Fig. 1: run 1, clock distribution
Drawn at 4 px/um.
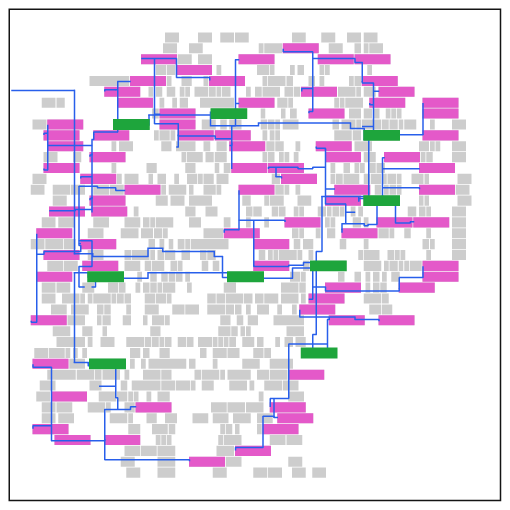
Fig. 2: run 1, clock wiring as the flow saved it
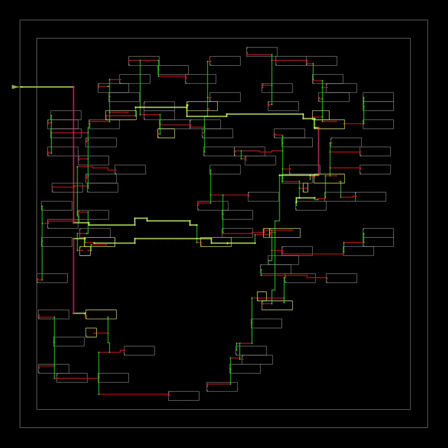
Fig. 3: run 1, met3 routing
Drawn at 4 px/um.
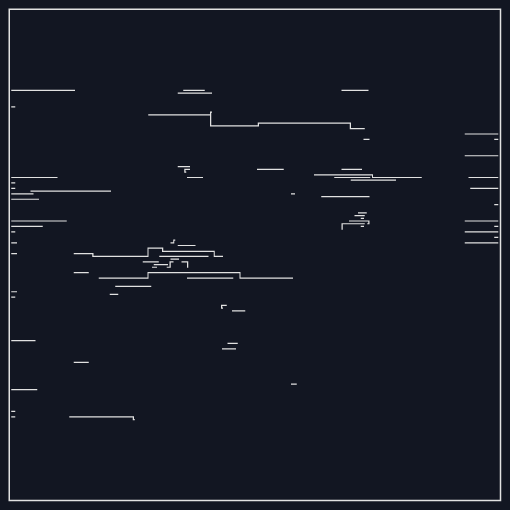
<file path="config.mk">
export PLATFORM = sky130hd
export DESIGN_NAME = alu_seq
export DESIGN_NICKNAME = d
export VERILOG_FILES = /design/src/rtl/alu_seq.sv
export SDC_FILE = /design/constraint.sdc
export NUM_CORES = 1
export LEC_CHECK = 0
export ABC_CLOCK_PERIOD_IN_PS = 9300
export CORE_MARGIN = 5
export CORE_UTILIZATION = 40
export DETAILED_ROUTE_END_ITERATION = 8
export GPL_TIMING_DRIVEN = 0
export PLACE_DENSITY = 0.64
export SETUP_SLACK_MARGIN = 0.5
export SLEW_MARGIN = 20
export SYNTH_ARGS = -nofsm -noshare
export SYNTH_HDL_FRONTEND = slang
export SYNTH_SLANG_ARGS = --single-unit
</file>
<file path="constraint.sdc">
create_clock -name clk -period 9.3 [get_ports clk]
set_clock_uncertainty 0.15 [all_clocks]
set_input_delay 2.325 -clock clk [delete_from_list [all_inputs] [get_ports clk]]
set_output_delay 2.325 -clock clk [all_outputs]
set_load 0.005 [all_outputs]
</file>
<file path="src/rtl/alu_seq.sv">
// Registered ALU with button-cycled op select and a multi-cycle double-dabble BCD stage.
// Optional `ALU_SAT_EN: add/sub saturate on signed overflow instead of wrapping.
module alu_seq #(
    parameter int unsigned WIDTH  = 8,
    parameter int unsigned DIGITS = 3
) (
    input  logic                  clk,
    input  logic                  rst,
    input  logic                  en,
    input  logic                  op_btn,
    input  logic                  start,
    input  logic [WIDTH-1:0]      a,
    input  logic [WIDTH-1:0]      b,
    output logic [2:0]            op,
    output logic                  busy,
    output logic                  done,
    output logic [WIDTH-1:0]      result,
    output logic                  CF,
    output logic                  ZF,
    output logic                  SF,
    output logic                  OF,
    output logic [4*DIGITS-1:0]   bcd,
    output logic                  neg
);
    localparam int unsigned M  = WIDTH - 1;
    localparam int unsigned BW = 4 * DIGITS;
    localparam int unsigned CW = $clog2(WIDTH + 1);

    typedef enum logic [1:0] {S_IDLE, S_EXEC, S_CONV, S_DONE} state_t;

    state_t           state_q, state_d;
    logic [2:0]       op_q, op_d, opx_q, opx_d;
    logic [1:0]       sync_q, sync_d;
    logic             btn_prev_q, btn_prev_d;
    logic [WIDTH-1:0] a_q, a_d, b_q, b_d, result_q, result_d, bin_q, bin_d;
    logic             cf_q, cf_d, zf_q, zf_d, sf_q, sf_d, of_q, of_d;
    logic [BW-1:0]    bcd_q, bcd_d, work_q, work_d;
    logic             neg_q, neg_d, negp_q, negp_d, busy_q, busy_d, done_q, done_d;
    logic [CW-1:0]    cnt_q, cnt_d;

    logic [WIDTH:0]   sum;
    logic [WIDTH-1:0] alu_r, alu_mag;
    logic             alu_cf, alu_of, alu_sf, alu_zf, rise;
    logic [BW-1:0]    adj, shifted;

    // Combinational ALU on the operands/op latched at start
    always_comb begin
        sum    = '0;
        alu_r  = '0;
        alu_cf = 1'b0;
        alu_of = 1'b0;
        case (opx_q)
            3'd0: begin
                sum    = {1'b0, a_q} + {1'b0, b_q};
                alu_r  = sum[WIDTH-1:0];
                alu_cf = sum[WIDTH];
                alu_of = (a_q[M] == b_q[M]) && (alu_r[M] != a_q[M]);
            end
            3'd1: begin
                sum    = {1'b0, a_q} + {1'b0, ~b_q} + (WIDTH+1)'(1);
                alu_r  = sum[WIDTH-1:0];
                alu_cf = sum[WIDTH];
                alu_of = (a_q[M] != b_q[M]) && (alu_r[M] != a_q[M]);
            end
            3'd2:    alu_r = ~a_q;
            3'd3:    alu_r = a_q & b_q;
            3'd4:    alu_r = a_q | b_q;
            3'd5:    alu_r = a_q ^ b_q;
            3'd6:    alu_r = {{M{1'b0}}, $signed(a_q) < $signed(b_q)};
            default: alu_r = {{M{1'b0}}, a_q == b_q};
        endcase
`ifdef ALU_SAT_EN
        // Overflow direction follows the sign of a for both add and sub
        if (alu_of) begin
            alu_r = a_q[M] ? {1'b1, {M{1'b0}}} : {1'b0, {M{1'b1}}};
        end
`else
`endif
        alu_sf  = (opx_q <= 3'd2) ? alu_r[M] : 1'b0;
        alu_zf  = (alu_r == '0);
        alu_mag = alu_sf ? (~alu_r + WIDTH'(1)) : alu_r;
    end

    // One double-dabble step: add 3 to digits >= 5, then shift in the next bit
    always_comb begin
        adj = work_q;
        for (int i = 0; i < int'(DIGITS); i++) begin
            if (adj[4*i +: 4] >= 4'd5) begin
                adj[4*i +: 4] = adj[4*i +: 4] + 4'd3;
            end
        end
        shifted = {adj[BW-2:0], bin_q[M]};
    end

    assign rise = sync_q[1] & ~btn_prev_q;

    always_comb begin
        state_d    = state_q;
        sync_d     = {sync_q[0], op_btn};
        btn_prev_d = sync_q[1];
        op_d       = op_q + 3'(rise);
        opx_d      = opx_q;
        a_d        = a_q;
        b_d        = b_q;
        result_d   = result_q;
        cf_d       = cf_q;
        zf_d       = zf_q;
        sf_d       = sf_q;
        of_d       = of_q;
        bcd_d      = bcd_q;
        neg_d      = neg_q;
        negp_d     = negp_q;
        busy_d     = busy_q;
        done_d     = 1'b0;
        bin_d      = bin_q;
        work_d     = work_q;
        cnt_d      = cnt_q;
        if (!en) begin
            state_d  = S_IDLE;
            result_d = '0;
            cf_d     = 1'b0;
            zf_d     = 1'b0;
            sf_d     = 1'b0;
            of_d     = 1'b0;
            bcd_d    = '0;
            neg_d    = 1'b0;
            busy_d   = 1'b0;
        end else begin
            case (state_q)
                S_IDLE: begin
                    if (start) begin
                        a_d     = a;
                        b_d     = b;
                        opx_d   = op_q;
                        busy_d  = 1'b1;
                        state_d = S_EXEC;
                    end
                end
                S_EXEC: begin
                    result_d = alu_r;
                    cf_d     = alu_cf;
                    zf_d     = alu_zf;
                    sf_d     = alu_sf;
                    of_d     = alu_of;
                    negp_d   = alu_sf;
                    bin_d    = alu_mag;
                    work_d   = '0;
                    cnt_d    = '0;
                    state_d  = S_CONV;
                end
                S_CONV: begin
                    work_d = shifted;
                    bin_d  = bin_q << 1;
                    cnt_d  = cnt_q + CW'(1);
                    if (cnt_q == CW'(WIDTH - 1)) begin
                        bcd_d   = shifted;
                        neg_d   = negp_q;
                        done_d  = 1'b1;
                        state_d = S_DONE;
                    end
                end
                default: begin
                    busy_d  = 1'b0;
                    state_d = S_IDLE;
                end
            endcase
        end
    end

    always_ff @(posedge clk or posedge rst) begin
        if (rst) begin
            state_q    <= S_IDLE;
            sync_q     <= '0;
            btn_prev_q <= 1'b0;
            op_q       <= '0;
            opx_q      <= '0;
            a_q        <= '0;
            b_q        <= '0;
            result_q   <= '0;
            cf_q       <= 1'b0;
            zf_q       <= 1'b0;
            sf_q       <= 1'b0;
            of_q       <= 1'b0;
            bcd_q      <= '0;
            neg_q      <= 1'b0;
            negp_q     <= 1'b0;
            busy_q     <= 1'b0;
            done_q     <= 1'b0;
            bin_q      <= '0;
            work_q     <= '0;
            cnt_q      <= '0;
        end else begin
            state_q    <= state_d;
            sync_q     <= sync_d;
            btn_prev_q <= btn_prev_d;
            op_q       <= op_d;
            opx_q      <= opx_d;
            a_q        <= a_d;
            b_q        <= b_d;
            result_q   <= result_d;
            cf_q       <= cf_d;
            zf_q       <= zf_d;
            sf_q       <= sf_d;
            of_q       <= of_d;
            bcd_q      <= bcd_d;
            neg_q      <= neg_d;
            negp_q     <= negp_d;
            busy_q     <= busy_d;
            done_q     <= done_d;
            bin_q      <= bin_d;
            work_q     <= work_d;
            cnt_q      <= cnt_d;
        end
    end

    assign op     = op_q;
    assign busy   = busy_q;
    assign done   = done_q;
    assign result = result_q;
    assign CF     = cf_q;
    assign ZF     = zf_q;
    assign SF     = sf_q;
    assign OF     = of_q;
    assign bcd    = bcd_q;
    assign neg    = neg_q;
endmodule

</file>
==> flow_summary.toml, run 1 <==
# flow metrics
[synth]
mux_area_share_pct = 6.728
netlist_instances = 530
ys_chip_area_um2 = 5059
top_area_share_pct = 39.08
synthesis.area_um2 = 5059
syn_nets = 591
yosysSeqAreaShare_pct = 39.08
top_logic_kind = "AND-OR/OR-AND gates"
ff_type = "dfrtp_1"
netlist_top_cells_count = "79 x dfrtp_1, 53 x nand2_1, 48 x nor2_1, 41 x inv_1"
edf_count = 0
ys_sh_xor_pct = 1.707
top_area_cell = "dfrtp_1"

[setup_path]
path_cells = "clkdlybuf4s50_1 > clkbuf_1 > nand3_1 > clkbuf_1 > mux2_2"
crit_end = "b_q[4]"
critPathLaunchType = "primary input"
crit_arrival_ns = 4.70
crit_type = "primary input to flip-flop"
r2r_end = "bin_q[2]"
crit_family = "buffers and inverters"
crit_top_cell = "clkbuf_1"
path_buffers = 3
reg2reg_slack_ns = 5.50

[timing]
slew_viol_final = 0
worst_slew_pin_slew_ns = 0.7432
finalHoldViolations = 0
timing.hold.ws_ns = 0.2077
period_used_pct = 49.77
setup_ws_ns = 4.671
tns_ns = 0
rsz0062_at_grt = "false"

[clocking]
clkTransAtPathRegs_ns = 0.06
cts-root-buf = "clkbuf_16"
cts_tree = "built"
cts_resized = 0
postCtsHoldBufs = 0

[cells_and_area]
seq_share_pct = 32.46
n_fill_cell = 1215
logic_area_um2 = 2758
fin_area_um2 = 6091
syn2layout_area_growth_pct = 20.41
diodes = 0
logic_gate_count = 379

[global_route]
met2_usage_pct = 29.17
grt_pass1_vias = 4077
grt_pass1_wl_mm = 20.58

[detailed_routing]
totalWireLength_mm = 12.55
drtPass1Iterations = 5
vias_per_cell = 5.360

[pwr]
p_int_uw = 1242
swShare_pct = 46.72
p_seq_uw = 527
finalPower_uw = 2332
seqPwrFrac_pct = 22.6

[floorplanning]
pin_count = 51
tap_cells = 172

[run_status]
run_status = "completed"

[job]
cap_violations = 0
Back to the opening pictures, Fig. 1:
- clock drivers: green (count 9)
- clock wires: blue (length 1120 um)
- flip-flops: magenta (count 79)
- flops lie: widely spread
- routed clock nets: 10
worst skew pair latency: 0.34 ns
Clk power: 337 uW
Clock Power Share: 14.4%

Back to the opening pictures, Fig. 2:
clk sink count: 79
CLK BUF: 12
registers: 79
Num CTS Buffers: 9

Back to the opening pictures, Fig. 3:
- nets with wire on the layer: 59
- share of all routed wire: 4.1%
- wire length on this layer: 517 um
- longest straight run: 23.0 um

Fig. 4: run 1, wiring by layer
Drawn at 2 px/um.
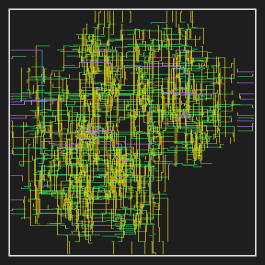

## Run 2: what changed since run 1
--- a/config.mk
+++ b/config.mk
@@ -5,7 +5,7 @@
 export SDC_FILE = /design/constraint.sdc
 export NUM_CORES = 1
 export LEC_CHECK = 0
-export ABC_CLOCK_PERIOD_IN_PS = 9300
+export ABC_CLOCK_PERIOD_IN_PS = 4700
 export CORE_MARGIN = 5
 export CORE_UTILIZATION = 40
 export DETAILED_ROUTE_END_ITERATION = 8
==> constraint.sdc (replaced) <==
create_clock -name clk -period 4.7 [get_ports clk]
set_clock_uncertainty 0.15 [all_clocks]
set_input_delay 1.175 -clock clk [delete_from_list [all_inputs] [get_ports clk]]
set_output_delay 1.175 -clock clk [all_outputs]
set_load 0.005 [all_outputs]
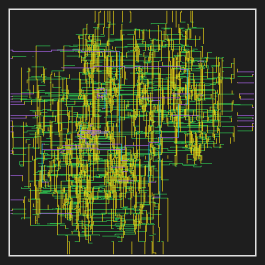
Fig. 5. Wiring by layer (run 2).
Drawn at 2 px/um.
- metal 1: green (wire length 5640 um)
- metal 2: yellow (wire length 6220 um)
- metal 3: purple (wire length 514 um)
- metal 4: cyan (wire length 183 um)
DR WL/cell: 16.32 um
gr usage total: 17.40%
final wirelength: 12.55 mm

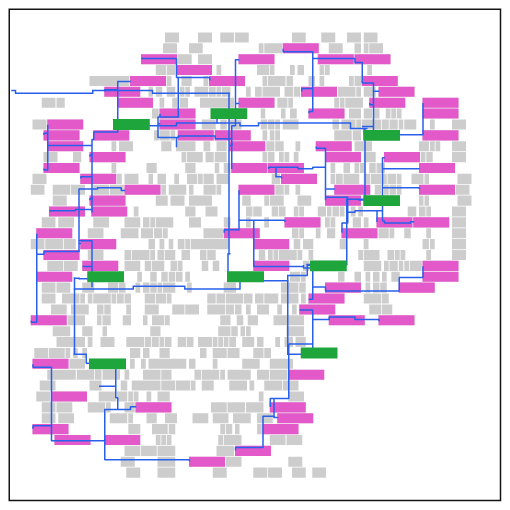
Fig. 6. Clock distribution (run 2).
Drawn at 4 px/um.
- clock drivers: green (count 9)
- flip-flops: magenta (count 79)
- clock wires: blue (length 1100 um)
- flops lie: widely spread
Clk power: 667 uW
worst skew pair latency: 0.35 ns

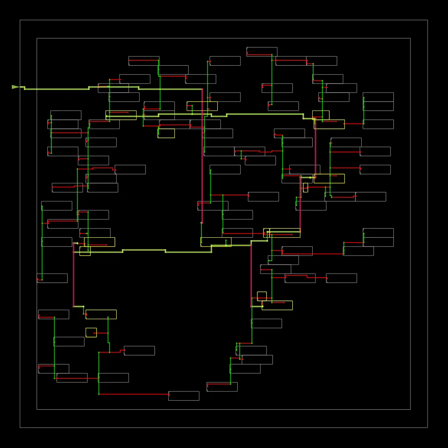
Fig. 7. Clock wiring as the flow saved it (run 2).

==> run 2 against run 1 <==
Effect of this change: via count grew 0.41%; critical endpoint is now bin_q[2]; largest power group unchanged; global-route usage fell by 0.11 points; final cell count stayed put.
==> flow_summary.toml, run 2 <==
# flow metrics
[run_status]
run_status = "completed"

[cells_and_area]
logic_area_um2 = 2758
n_fill_cell = 1215
logic_gate_count = 379
n_clock_buffer = 12
diodes = 0
flops = 79
fin_area_um2 = 6091
seq_share_pct = 32.46

[setup_path]
reg2reg_slack_ns = 0.89
crit_type = "flip-flop to flip-flop"
crit_family = "AND-OR/OR-AND gates"
crit_arrival_ns = 3.89
r2r_end = "bin_q[2]"
path_cells = "inv_1 > ha_1 > inv_1 > fa_1 > nor3b_1 > a211o_1 > a21o_1 > o311ai_1 > and2_1 > inv_1 > ha_1 > inv_1 > o211ai_1 > xnor2_1 > a221o_1"
crit_end = "bin_q[2]"
path_buffers = 4
crit_top_cell = "inv_1"
critPathMaxStageDelay_ns = 0.43

[synth]
netlist_instances = 530
ff_type = "dfrtp_1"
ys_sh_xor_pct = 1.707
top_area_cell = "dfrtp_1"
edf_count = 0
syn_nets = 591
netlist_top_cells_count = "79 x dfrtp_1, 53 x nand2_1, 48 x nor2_1, 41 x inv_1"
top_area_share_pct = 39.08
ys_chip_area_um2 = 5059
mux_area_share_pct = 6.728
yosysSeqAreaShare_pct = 39.08

[timing]
finalHoldViolations = 0
worst_slew_pin_slew_ns = 0.7403
fin_crit_ns = 3.809
slew_viol_final = 0
period_used_pct = 81.03
rsz0062_at_grt = "false"
timing.hold.ws_ns = 0.2077
tns_ns = 0

[pwr]
swShare_pct = 46.74
seqPwrFrac_pct = 22.6
p_int_uw = 2458
finalPower_uw = 4615
clock_power_share_pct = 14.5
p_seq_uw = 1040

[clocking]
cts_resized = 0
cts_tree = "built"
postCtsHoldBufs = 0
cts_buffers = 9
clkTransAtPathRegs_ns = 0.06
cts_sinks = 79

[job]
cap_violations = 0

[floorplanning]
tap_cells = 172

[detailed_routing]
vias_per_cell = 5.382
drtPass1Iterations = 5
wl_met3_um = 513

[global_route]
antenna_found_initial = 0
grt_pass1_vias = 4084
grt_use_met1_pct = 22.38
met2_usage_pct = 29.27

[place]
place_ws_ns = 0.8061
Fig. 8: run 2, selected gate families
Drawn at 2 px/um.
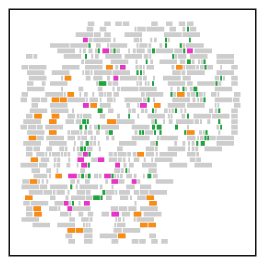

## Run 3: what changed since run 2
--- a/config.mk
+++ b/config.mk
@@ -5,12 +5,12 @@
 export SDC_FILE = /design/constraint.sdc
 export NUM_CORES = 1
 export LEC_CHECK = 0
-export ABC_CLOCK_PERIOD_IN_PS = 4700
+export ABC_CLOCK_PERIOD_IN_PS = 3200
 export CORE_MARGIN = 5
 export CORE_UTILIZATION = 40
 export DETAILED_ROUTE_END_ITERATION = 8
 export GPL_TIMING_DRIVEN = 0
-export PLACE_DENSITY = 0.64
+export PLACE_DENSITY = 0.67
 export SETUP_SLACK_MARGIN = 0.5
 export SLEW_MARGIN = 20
 export SYNTH_ARGS = -nofsm -noshare
==> constraint.sdc (replaced) <==
create_clock -name clk -period 3.2 [get_ports clk]
set_clock_uncertainty 0.15 [all_clocks]
set_input_delay 0.8 -clock clk [delete_from_list [all_inputs] [get_ports clk]]
set_output_delay 0.8 -clock clk [all_outputs]
set_load 0.005 [all_outputs]
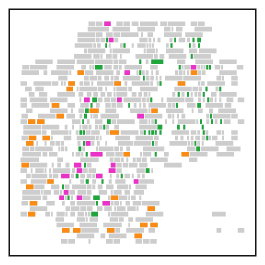
Fig. 9. Selected gate families (run 3).
Drawn at 2 px/um.
- multiplexers: orange (cells 31)
- NAND gates: green (cells 72)
- AND-OR and OR-AND gates: magenta (cells 20)
Layout Cells excl Fill: 812
dominant logic cell type in the layout: dfrtp_1
logic share of the area: 44.64%

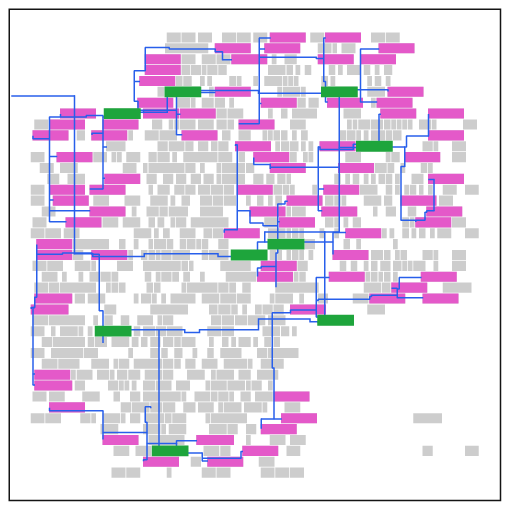
Fig. 10. Clock distribution (run 3).
Drawn at 4 px/um.
Clk power: 1130 uW
Clock Power Share: 13.5%

==> run 3 against run 2 <==
Effect of this change: the flow now finishes with violations (setup timing); total power rose by 82%; final cell count up 5.6%; core utilization is 5.3 points higher; largest power group unchanged; highest routed layer unchanged.
==> flow_summary.toml, run 3 <==
# flow metrics
[clocking]
clkTransAtPathRegs_ns = 0.06
cts_sinks = 79
clk_latency_ns = 0.35
postCtsHoldBufs = 0
cts-root-buf = "clkbuf_16"
cts_tree = "built"
cts_resized = 30
cts_buffers = 9

[synth]
top_logic_kind = "AND-OR/OR-AND gates"
ys_sh_xor_pct = 1.707
mux_area_share_pct = 6.728
edf_count = 0
ff_type = "dfrtp_1"
yosysSeqAreaShare_pct = 39.08
syn_nets = 591
ys_chip_area_um2 = 5059
netlist_top_cells_count = "79 x dfrtp_1, 53 x nand2_1, 48 x nor2_1, 41 x inv_1"
top_area_cell = "dfrtp_1"
top_area_share_pct = 39.08
netlist_instances = 530
synthesis.area_um2 = 5059

[setup_path]
crit_type = "flip-flop to flip-flop"
r2r_end = "bin_q[2]"
crit_arrival_ns = 3.28
reg2reg_slack_ns = -0.005
path_buffers = 4
critPathLaunchType = "flip-flop"
critPathMaxStageDelay_ns = 0.39
crit_end = "bin_q[2]"
crit_family = "AND-OR/OR-AND gates"
path_cells = "inv_2 > ha_4 > inv_2 > fa_2 > nor3b_2 > a211o_1 > a21o_1 > o311ai_4 > and2_4 > inv_4 > ha_4 > inv_4 > o211ai_1 > xnor2_1 > a221o_1"

[global_route]
grt_use_met1_pct = 22.38
grt_pass1_vias = 4192
grt_pass1_wl_mm = 20.82
met2_usage_pct = 29.10
grt_usage_pct = 17.69
antenna_found_initial = 0

[place]
place_congestion = 0.8848
place_ws_ns = -0.3005
dp.cells = 754

[cells_and_area]
diodes = 0
clkCellAreaFrac_pct = 4.876
n_fill_cell = 1140
syn2layout_area_growth_pct = 33.42
logic_gate_count = 379
logic_area_um2 = 3013
flops = 79
fin_util_pct = 53.92
fin_area_um2 = 6749
seq_share_pct = 29.37

[timing]
rsz0062_at_grt = "true"
finalHoldViolations = 0
period_used_pct = 100.2
tns_ns = -0.005291
fin_crit_ns = 3.205
slew_viol_final = 0
timing.hold.ws_ns = 0.2004
setup_ws_ns = -0.005291
worst_slew_pin_slew_ns = 0.7956
setup_viol = 1

[floorplanning]
pin_count = 51
tap_cells = 172
core_um2 = 12520

[pwr]
finalPower_uw = 8415
seqPwrFrac_pct = 18.3
ir_drop_mv = 0.6950
swShare_pct = 43.94
p_seq_uw = 1540
p_int_uw = 4718

[hold_path]
min_delay_path_depth = 0

[detailed_routing]
totalWireLength_mm = 13.20
vias_per_cell = 5.287
highest_layer = "met4"
drtPass1Iterations = 5
wl_met3_um = 520
wl_met1_mm = 5.807
wl_per_cell_um = 16.26

[run_status]
violations = "setup timing"
run_status = "complete, but fails checks"

[job]
cap_violations = 0
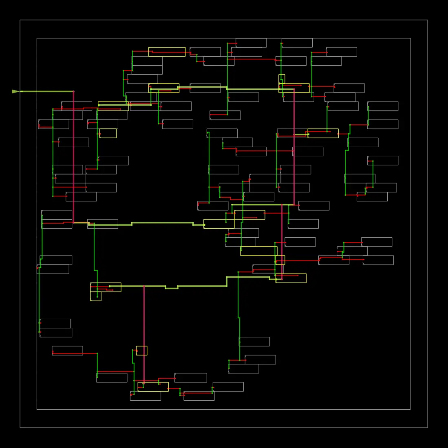
Fig. 11. Clock wiring as the flow saved it (run 3).
CLK BUF: 10

Power and IR drop assume default switching activity.
